===== src/rtl/step_sequencer.sv =====
// step_sequencer
// Programmable 16-step, 3-channel note sequencer. It drives the note and
// enable inputs of the two square channels and the triangle channel.
// The block contains a writable pattern memory, a step-rate timer, a
// play/stop/restart state machine, and a free-running note clock that the
// channel effects share.
//
// Parameters:
//   TICK_DIV     - clk50mhz cycles per sequencer step (>= 2)
//   NOTE_CLK_DIV - clk50mhz cycles per note_clk half-period (>= 1)
//
// Ports:
//   clk50mhz, rst_n             system clock; asynchronous active-low reset
//   play, stop, restart         level controls (stop > restart > advance)
//   seq_len[3:0]                index of the last step played
//   mute[2:0]                   per-channel mute (bit0 sq1, bit1 sq2, bit2 tri)
//   wr_en, wr_step, wr_ch,
//   wr_gate, wr_note            pattern write port; one entry per cycle
//                               while wr_en is high; wr_ch=3 is ignored
//   note_sq1/sq2/tri[5:0]       current note per channel
//   en_sq1/sq2/tri              channel enables (playing & gate & ~mute)
//   step_idx[3:0]               step currently presented
//   step_pulse                  one-cycle strobe on every step load
//   beat_led                    toggles on every step load
//   note_clk                    free-running tempo clock
//   playing                     high in PLAYING (this is the exposed FSM state)
module step_sequencer #(
   parameter int TICK_DIV     = 6000000,
   parameter int NOTE_CLK_DIV = 3187500
) (
   input  logic       clk50mhz,
   input  logic       rst_n,
   input  logic       play,
   input  logic       stop,
   input  logic       restart,
   input  logic [3:0] seq_len,
   input  logic [2:0] mute,
   input  logic       wr_en,
   input  logic [3:0] wr_step,
   input  logic [1:0] wr_ch,
   input  logic       wr_gate,
   input  logic [5:0] wr_note,
   output logic [5:0] note_sq1,
   output logic [5:0] note_sq2,
   output logic [5:0] note_tri,
   output logic       en_sq1,
   output logic       en_sq2,
   output logic       en_tri,
   output logic [3:0] step_idx,
   output logic       step_pulse,
   output logic       beat_led,
   output logic       note_clk,
   output logic       playing
);

   localparam int TW = $clog2(TICK_DIV);
   localparam int NW = $clog2(NOTE_CLK_DIV + 1);
   localparam logic [TW-1:0] TICK_LAST = TW'(TICK_DIV - 1);
   localparam logic [NW-1:0] NCLK_LAST = NW'(NOTE_CLK_DIV - 1);

   typedef enum logic {STOPPED = 1'b0, PLAYING = 1'b1} state_t;

   state_t        state;
   logic [TW-1:0] tick_cnt;
   logic [NW-1:0] nclk_cnt;
   logic [2:0]    gate;
   logic [6:0]    mem [16][3];   // {gate, note[5:0]}

   logic          do_load;
   logic [3:0]    load_idx;
   logic [3:0]    next_idx;
   logic [6:0]    ent_sq1, ent_sq2, ent_tri;

   // Pattern memory. The write port is a plain strobe: every cycle with wr_en
   // high writes one entry, and there is no back-pressure. A load on the same
   // edge reads the old contents, so a write never bypasses into the outputs.
   always_ff @(posedge clk50mhz or negedge rst_n) begin
      if (!rst_n) begin
         for (int s = 0; s < 16; s++)
            for (int c = 0; c < 3; c++)
               mem[s][c] <= '0;
      end else if (wr_en && wr_ch != 2'd3) begin
         mem[wr_step][wr_ch] <= {wr_gate, wr_note};
      end
   end

   // Decide whether this edge loads a step, and which one.
   always_comb begin
      do_load  = 1'b0;
      load_idx = step_idx;
      // Reducing seq_len below step_idx mid-play makes the next advance wrap.
      next_idx = (step_idx >= seq_len) ? 4'd0 : step_idx + 4'd1;
      case (state)
         STOPPED: begin
            if (play && !stop) begin
               do_load  = 1'b1;
               load_idx = restart ? 4'd0 : step_idx;
            end
         end
         PLAYING: begin
            if (!stop) begin
               if (restart) begin
                  do_load  = 1'b1;
                  load_idx = 4'd0;
               end else if (tick_cnt == TICK_LAST) begin
                  do_load  = 1'b1;
                  load_idx = next_idx;
               end
            end
         end
         default: ;
      endcase
   end

   assign ent_sq1 = mem[load_idx][0];
   assign ent_sq2 = mem[load_idx][1];
   assign ent_tri = mem[load_idx][2];

   // Play/stop state machine together with the step timer and the registered outputs.
   always_ff @(posedge clk50mhz or negedge rst_n) begin
      if (!rst_n) begin
         state      <= STOPPED;
         tick_cnt   <= '0;
         step_idx   <= '0;
         note_sq1   <= '0;
         note_sq2   <= '0;
         note_tri   <= '0;
         gate       <= '0;
         beat_led   <= 1'b0;
         step_pulse <= 1'b0;
      end else begin
         step_pulse <= 1'b0;
         case (state)
            STOPPED: begin
               if (play && !stop) begin
                  state    <= PLAYING;
                  tick_cnt <= '0;
               end else if (restart && !stop) begin
                  step_idx <= '0;
                  tick_cnt <= '0;
               end
            end
            PLAYING: begin
               if (stop) begin
                  // Pause: notes, step_idx and tick_cnt hold, and the gates drop.
                  state <= STOPPED;
                  gate  <= '0;
               end else if (restart || tick_cnt == TICK_LAST) begin
                  tick_cnt <= '0;
               end else begin
                  tick_cnt <= tick_cnt + 1'b1;
               end
            end
            default: state <= STOPPED;
         endcase

         if (do_load) begin
            step_idx   <= load_idx;
            step_pulse <= 1'b1;
            beat_led   <= ~beat_led;
            gate       <= {ent_tri[6], ent_sq2[6], ent_sq1[6]};
            // An ungated entry keeps the previous note, so effects do not glitch.
            if (ent_sq1[6]) note_sq1 <= ent_sq1[5:0];
            if (ent_sq2[6]) note_sq2 <= ent_sq2[5:0];
            if (ent_tri[6]) note_tri <= ent_tri[5:0];
         end
      end
   end

   // Free-running note clock. It keeps running in every state.
   always_ff @(posedge clk50mhz or negedge rst_n) begin
      if (!rst_n) begin
         nclk_cnt <= '0;
         note_clk <= 1'b0;
      end else if (nclk_cnt == NCLK_LAST) begin
         nclk_cnt <= '0;
         note_clk <= ~note_clk;
      end else begin
         nclk_cnt <= nclk_cnt + 1'b1;
      end
   end

   assign playing = (state == PLAYING);
   // Mute is applied combinationally, so it takes effect with zero latency.
   assign en_sq1  = playing & gate[0] & ~mute[0];
   assign en_sq2  = playing & gate[1] & ~mute[1];
   assign en_tri  = playing & gate[2] & ~mute[2];

endmodule


===== config.mk =====
export PLATFORM = sky130hd
export DESIGN_NAME = step_sequencer
export DESIGN_NICKNAME = d
export VERILOG_FILES = /design/src/rtl/step_sequencer.sv
export SDC_FILE = /design/constraint.sdc
export NUM_CORES = 1
export LEC_CHECK = 0
export ABC_AREA = 1
export CAP_MARGIN = 0
export CORE_MARGIN = 10
export CORE_UTILIZATION = 35
export DETAILED_ROUTE_END_ITERATION = 6
export GPL_ROUTABILITY_DRIVEN = 0
export PLACE_DENSITY = 0.56
export SKIP_CTS_REPAIR_TIMING = 1
export SLEW_MARGIN = 0
export SYNTH_ARGS = -nofsm -noshare
export SYNTH_HDL_FRONTEND = slang
export SYNTH_SLANG_ARGS = --single-unit

===== constraint.sdc =====
create_clock -name clk50mhz -period 2.4 [get_ports clk50mhz]
set_input_delay 0.24 -clock clk50mhz [delete_from_list [all_inputs] [get_ports clk50mhz]]
set_output_delay 0.24 -clock clk50mhz [all_outputs]
set_load 0.01 [all_outputs]

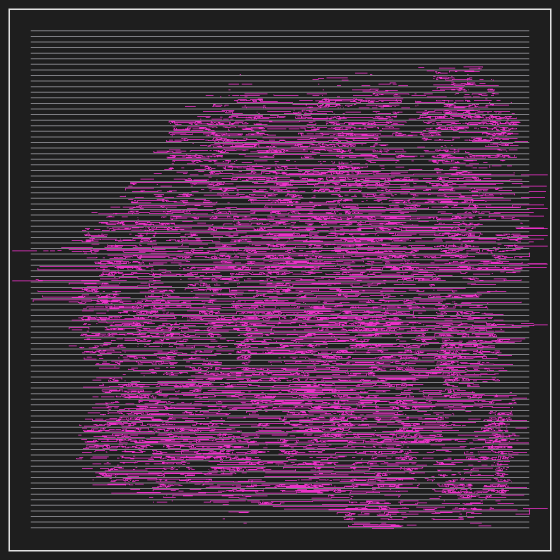
**Above:** run 1 (M1 wires).
Supply wires on this layer in gray.
longest straight run = 57.0 µm
wire length on this layer = 31.2 mm
final wirelength: 66420 µm
met1 track utilization from global routing: 25.85%

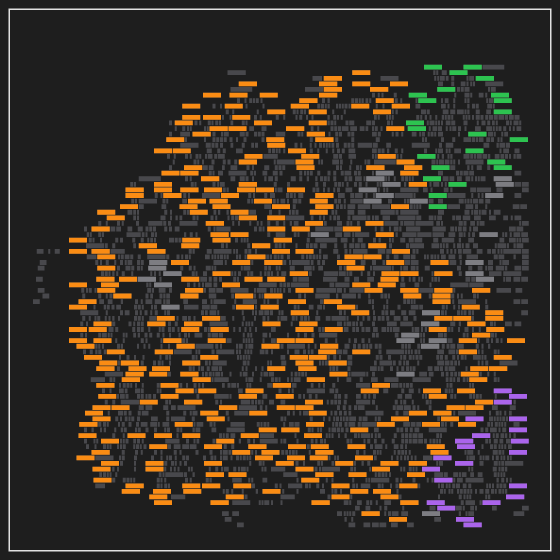
**Above:** run 1 (where the registers sit).
Other sequential cells in the stronger gray, the rest of the logic in the fainter gray.
purple -> nclk_cnt  # sequential cells 22, where bottom right
green -> tick_cnt  # sequential cells 23, where top right
orange -> mem  # sequential cells 336
not colored = 29
proportion of cell area occupied by registers: 39.26%
Reg area: 0.01026 mm²
power in sequential cells: 8.46 mW
fin util: 44.45%

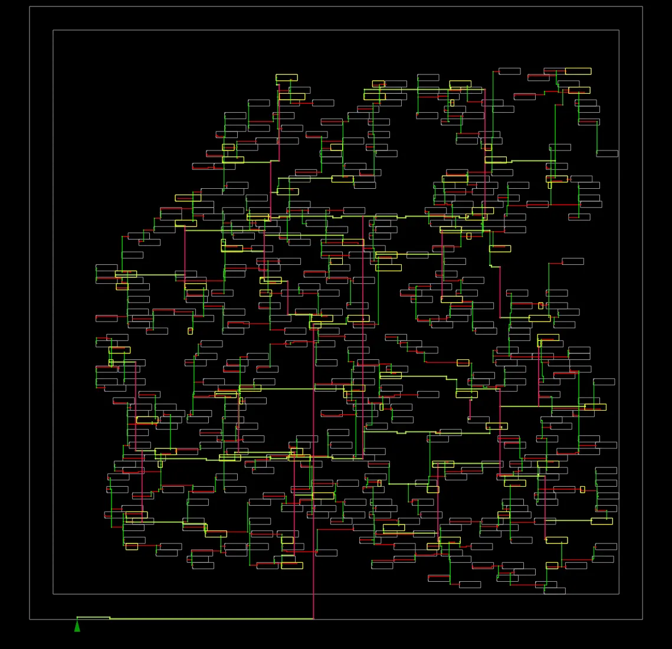
**Above:** run 1 (clock nets).
clock latency at the later pin of the worst-skew pair: 0.59 ns
clock sink count: 410
Post-Route Skew: 0.01334 ns
clock buf count: 72
clock buffer count from CTS: 48

==> run summary, run 1 <==
Figures from the implementation reports.

- The area share of xor/xnor cells in the synthesized design reads 0.9315%.
- The placed instance count reads 3511.
- The via count normalized by instance count is 5.162.
- The final total negative setup slack is -3.242 ns.
- The number of sequential cells reported for the layout is 410.
- The largest family of logic cells by area is simple AND/OR/NAND/NOR gates.
- After floorplanning, the core was sized to cover 0.05880 mm².
- The number of buffers and inverters on the critical path reads 3.
- In the per-layer breakdown of the detailed-route log, met1 shows 31250 µm.
- The post-detailed-route count of antenna-violating nets reads 0.
- The startpoint kind of the worst setup timing path is a flip-flop.
- The terminus of the critical flop-to-flop path is note_sq1[0]$_DFFE_PN0P_.
- The register with the most flip-flops is mem.
- The CTS tree reads yes.
- The power report attributes to the clock group a share of about a third.
- Of all flip-flops after synthesis, the portion carrying an async set or reset was 100.0%.
- For this design the ratio of total power to cell area is between 800 and 900 mW/mm².
- The global router's overall resource usage reads a little under a fifth.
- The chip area in the Yosys report is about 0.021 mm².
- The highest metal layer with signal wires is met4.
- The chip footprint is 0.06922 mm².
- The most repeated library cell on the critical path reads sky130_fd_sc_hd__nand3_2.
- The most instantiated logic cell after routing is sky130_fd_sc_hd__nand2_1.
- At floorplan, the net count of the design was reported as around 2700.
- The tightest slew margin relative to the limit is 46.59%.
- The number of enable flip-flop cells is 0.
- The final timing report counts setup violations totalling 21.
- The routed wire length per instance is 18.34 µm.
- The area share of the largest cell type after synthesis is 49.60%.
- The number of cells on the worst reg-to-reg path reads 18.
- The total count of max-transition violations in the final report is 0.
- The number of H-tree levels reads 2.
- The power spent charging and discharging nets reads 7.125 mW.
- The arrival time of data at the worst endpoint is listed as 3.14 ns.
- The count of vias placed by the detailed router reads 18690.
- For this run, the slowest stage of the critical path takes between 0.4 and 0.5 ns.
- Summed over all layers, the global routing overflow is 0.
- The number of standard cells after synthesis reads 2648.
- The final antenna diode count reads 0.
- The group with the largest share of power reads registers.
- The global-route wire length before repair reads 102600 µm.
- The number of flip-flops and latches in the synthesized netlist reads 410.
- The area of the multi-input gates reads 0.009045 mm².
- The critical path class reads reg -> reg.
- The launch point of the worst register-to-register path is recorded as tick_cnt[1]$_DFFE_PN0P_.
- The worst setup path startpoint reads tick_cnt[1]$_DFFE_PN0P_.
- The number of warning messages in the yosys log reads 0.
- After synthesis, flip-flops and latches occupy between 40% and 50% of the total area.
- The cell area after synthesis reads approximately 0.021 mm².
- The flow ran to the end, but the final reports show violations.
- After the first detailed-routing iteration, the DRC count stood at ~1800.
- The kind of cell with the highest combined delay along the critical path is simple AND/OR/NAND/NOR gates.
- The layout net count is 2846.
- The checks that failed: setup timing.
- The busiest layer in global routing is met2.
- The tap cell instance count is 773.
- The clock root buffer reads sky130_fd_sc_hd__clkbuf_16.
- The signal on the critical path passes through ha_4 -> nand3_4 -> nor2_4 -> nand3_2 -> nor2_4 -> nand3_2 -> nand3_4 -> nand2_8 -> buf_12 -> buf_12 -> clkbuf_16 -> nand2_2 -> nand3_2 -> nand3_2 -> nand3_1 -> nand2_1 -> nand3_1 -> nand2_1.
- STA classifies the critical path endpoint as a flip-flop.
- The horizontal die dimension is around 260 µm.
- The sequential group share of total power is 38.0%.
- The count of max-cap constraint violations is 0.
- The combinational power reported by the tool is 6.16 mW.
- The layout summary lists the proportion of cells stronger than drive strength 1 as 16.19%.
- The floorplan utilization reads 35.18%.
- The area overhead of the layout relative to synthesis is 26.34%.
- The fraction of power consumed by combinational cells is 27.7%.
- The count of placed standard cells in the final layout, fillers left out reads 3621.
- The power after layout is 22.29 mW.
- The slack of the critical path reads -0.2277 ns.
- The clock slew seen by the registers of the worst setup and hold paths reads 0.06 ns.
- The slew at the pin closest to its max-slew limit is 0.8011 ns.
- The top cell type by instance count after synthesis is sky130_fd_sc_hd__nand2_1.
- The capture point of the worst path reads note_sq1[0]$_DFFE_PN0P_.
- The distinct cell type count after synthesis reads 36.
- In this run, the synthesized area fraction spent on adder and majority cells is recorded as 0.4234%.
- The post-synthesis simple-gate area fraction is a little under a third.
- The fraction of area in non-clock buffers reads about an eighth.
- Summed over the clock group, the power is between 7 and 8 mW.
- The most used flip-flop cell after synthesis is sky130_fd_sc_hd__dfrtp_1.
- The number of ordinary and repair buffers in the finished layout reads 286.
- The OpenROAD report gives the critical path a required time of 2.91 ns.
- The critical path's slowest cell is sky130_fd_sc_hd__dfrtp_1.
- The count of cell instances traversed by the critical path is 18.
- The library cells used most frequently in the layout, excluding fill and tap cells, are sky130_fd_sc_hd__nand2_1, sky130_fd_sc_hd__dfrtp_1, sky130_fd_sc_hd__nand3_1, sky130_fd_sc_hd__o21ai_0, sky130_fd_sc_hd__inv_1.
- In this run the vertical extent of the chip is 263.1 µm.
- The fraction of area in clock buffers and inverters is 6.334%.
- The routing usage on met3 reads under 10%.
- The and-or/or-and share of the synthesized area reads around a tenth.
- The via count of the first global-routing pass is 17950.
- The I/O pin count reads 55.
- For the completed layout, the total cell area is recorded as 0.02613 mm².
- Of the post-synthesis cell area, the part taken by muxes is 0%.
- The maximum count of clock buffers along a single path is 3.
- The combinational fraction of the cell area reads 34.61%.
- The switching power share of the total reads between 30% and 40%.
- The layout inverter count without the clock tree reads 300.
- The area-dominant cell class after layout is sequential cells.
- Per the timing report, the biggest fanout along the worst path comes to 6.
- The worst hold slack reads 0.2813 ns.
- The met2 usage reads ~28%.
- Prior to clock tree synthesis, the placed netlist has a worst setup slack of -0.5564 ns.
==> run 2, diff against run 1 <==
--- a/config.mk
+++ b/config.mk
@@ -13,7 +13,6 @@
 export GPL_ROUTABILITY_DRIVEN = 0
 export PLACE_DENSITY = 0.56
 export SKIP_CTS_REPAIR_TIMING = 1
-export SLEW_MARGIN = 0
 export SYNTH_ARGS = -nofsm -noshare
 export SYNTH_HDL_FRONTEND = slang
 export SYNTH_SLANG_ARGS = --single-unit
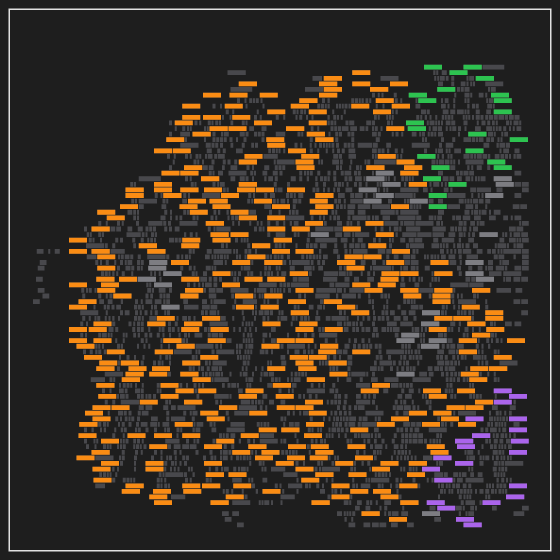
**Above:** run 2 (where the registers sit).
Other sequential cells in the stronger gray, the rest of the logic in the fainter gray.
purple -> nclk_cnt  # sequential cells 22, where bottom right
green -> tick_cnt  # sequential cells 23, where top right
orange -> mem  # sequential cells 336

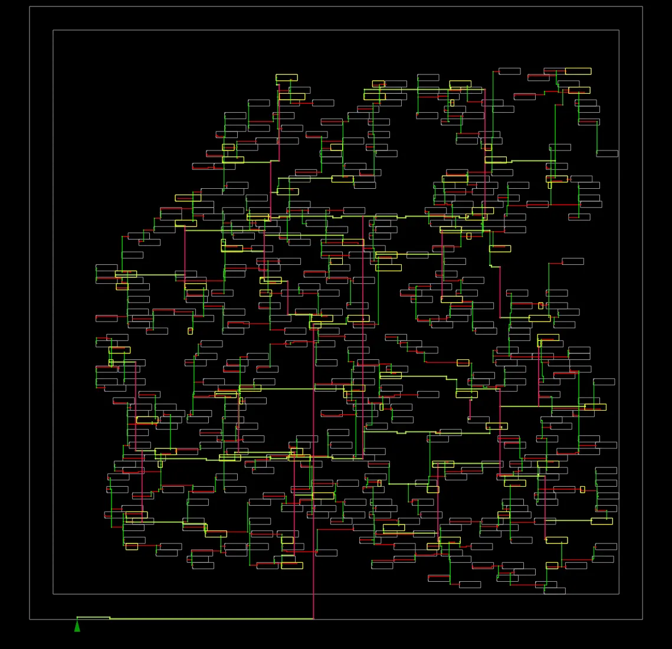
**Above:** run 2 (clock nets).
clock-net power: 7.66 mW
total number of sequential cells: 410

==> run 2 against run 1 <==
Net effect:
- the run still ends with setup timing left
- final cell count is the same
- sequential cell count unchanged
- global-route usage did not move
- highest routed layer unchanged
- count of clock-buffer cells in the layout unchanged
- clock power hardly changed
- worst hold slack unchanged
- utilization did not move
- total power stayed put
==> run summary, run 2 <==
Figures from the implementation reports.

- The number of cells on the worst reg-to-reg path is 18.
- The via count of the first global-routing pass reads 17950.
- The number of sinks driven by the clock tree reads 410.
- Hold timing on the final database bottoms out at a slack of 0.2813 ns.
- The most repeated library cell on the critical path is sky130_fd_sc_hd__nand3_2.
- The power density of the placed cells reads 852.8 mW/mm².
- The group with the largest share of power is registers.
- In this run the critical path is formed by ha_4 -> nand3_4 -> nor2_4 -> nand3_2 -> nor2_4 -> nand3_2 -> nand3_4 -> nand2_8 -> buf_12 -> buf_12 -> clkbuf_16 -> nand2_2 -> nand3_2 -> nand3_2 -> nand3_1 -> nand2_1 -> nand3_1 -> nand2_1.
- The H-tree generated during clock tree synthesis spans 2 levels.
- The layout net count reads 2846.
- The routed metal-1 wire length reads 31250 µm.
- The chip area in the Yosys report reads 0.02068 mm².
- In the floorplan report the effective utilization is 35.18%.
- The final reports fail on setup timing.
- The critical path's top delay family is simple AND/OR/NAND/NOR gates.
- Once detail routing completed, the nets flagged for antenna violations numbered 0.
- Setup total negative slack on the finished layout was measured at -3.242 ns.
- For the worst reg-to-reg path, the startpoint reported by OpenROAD is tick_cnt[1]$_DFFE_PN0P_.
- The maximum count of clock buffers along a single path is 3.
- The top cell type by instance count after synthesis is sky130_fd_sc_hd__nand2_1.
- The most instantiated logic cell after routing is sky130_fd_sc_hd__nand2_1.
- The core region is 0.05880 mm².
- For reference, XOR and XNOR gates occupy 0.9315% of the area reported after synthesis.
- The area of all placed cells without fillers is between 0.02 and 0.03 mm².
- The busiest layer in global routing reads met2.
- Cells with a size suffix above 1 make up 16.19% of the layout.
- The final power report lists total power as 22.29 mW.
- The number of standard cells after synthesis is approximately 2600.
- The async set-reset flop share out of synthesis is 100.0%.
- Across all setup checks in the final design, the least slack found is -0.2277 ns.
- By instance count after routing, the leading logic cell types are sky130_fd_sc_hd__nand2_1, sky130_fd_sc_hd__dfrtp_1, sky130_fd_sc_hd__nand3_1, sky130_fd_sc_hd__o21ai_0, sky130_fd_sc_hd__inv_1.
- The terminus of the critical flop-to-flop path is note_sq1[0]$_DFFE_PN0P_.
- The total overflow left after global routing is 0.
- OpenSTA lists the critical path startpoint as tick_cnt[1]$_DFFE_PN0P_.
- The worst endpoint data arrival time is around 3.1 ns.
- Max-cap violations in this run came to 0.
- met3 track demand over resource after global routing is 3.021%.
- The critical path contains buffers and inverters numbering 3 combined.
- The transition time recorded at the tightest slew-check pin is 0.8011 ns.
- The CTS tree reads yes.
- During synthesis, Yosys emitted a total of 0 warnings.
- The clock root buffer reads sky130_fd_sc_hd__clkbuf_16.
- The count of vias placed by the detailed router is 18690.
- In this run, the clock network consumes 34.4% of the power.
- For this run, the total global-route usage over all layers was measured as 18.13%.
- The layout report gives the multi-input gate share of total cell area as 34.61%.
- Per the breakdown, switching nets consume around a third of all power.
- The final antenna diode count is 0.
- The number of setup violations in the final report reads 21.
- The floorplan net count reads approximately 2700.
- The clock buffer count is 72.
- The tightest slew margin relative to the limit reads 46.59%.
- The I/O pin count reads roughly 55.
- The area-dominant cell class after layout is sequential cells.
- Looking at the power breakdown, sequential logic takes between 30% and 40% of the total.
- The post-placement worst setup slack reads -0.5564 ns.
- In this run, power in combinational logic comes to 6.16 mW.
- The routed wire length reads ~66000 µm.
- The cell area that synthesis handed to floorplanning was 0.02068 mm².
- The startpoint kind of the worst setup timing path reads a flip-flop.
- The layout inverter count without the clock tree is approximately 300.
- The post-synth count of flops with an enable pin is 0.
- The flow ran to the end, but the final reports show violations.
- The area overhead of the layout relative to synthesis is 26.34%.
- The register with the most flip-flops in the final layout is mem.
- The starting DRC count in detailed routing is roughly 1800.
- The largest family of logic cells by area reads simple AND/OR/NAND/NOR gates.
- The met2 usage is 28.09%.
- The routed wire length per instance is 18.34 µm.
- The utilization after layout is 44.45%.
- The clock slew seen by the registers of the worst setup and hold paths reads 0.06 ns.
- The post-synthesis mux area share reads 0%.
- The area share of the largest cell type after synthesis is 49.60%.
- The worst endpoint required time reads 2.91 ns.
- The peak per-stage delay on the critical path reads 0.41 ns.
- Sequential cells make up 39.26% of the cell area.
- The highest metal layer with signal wires reads met4.
- The number of ordinary and repair buffers in the finished layout is roughly 290.
- The commonest register cell after synthesis is sky130_fd_sc_hd__dfrtp_1.
- The TritonCTS buffer count reads 48.
- The critical path's slowest cell reads sky130_fd_sc_hd__dfrtp_1.
- The power spent charging and discharging nets is 7.125 mW.
- The area share of fa/ha/maj cells after synthesis reads less than 1%.
- The y dimension of the die is 263.1 µm.
- The clock network takes up roughly 6.3% of total cell area after layout.
- The post-synthesis simple-gate area fraction reads a little under a third.
- The capture point of the worst path is note_sq1[0]$_DFFE_PN0P_.
- The distinct cell type count after synthesis is 36.
- Per the layout area report, the register area comes to 0.01026 mm².
Power and IR drop assume default switching activity.
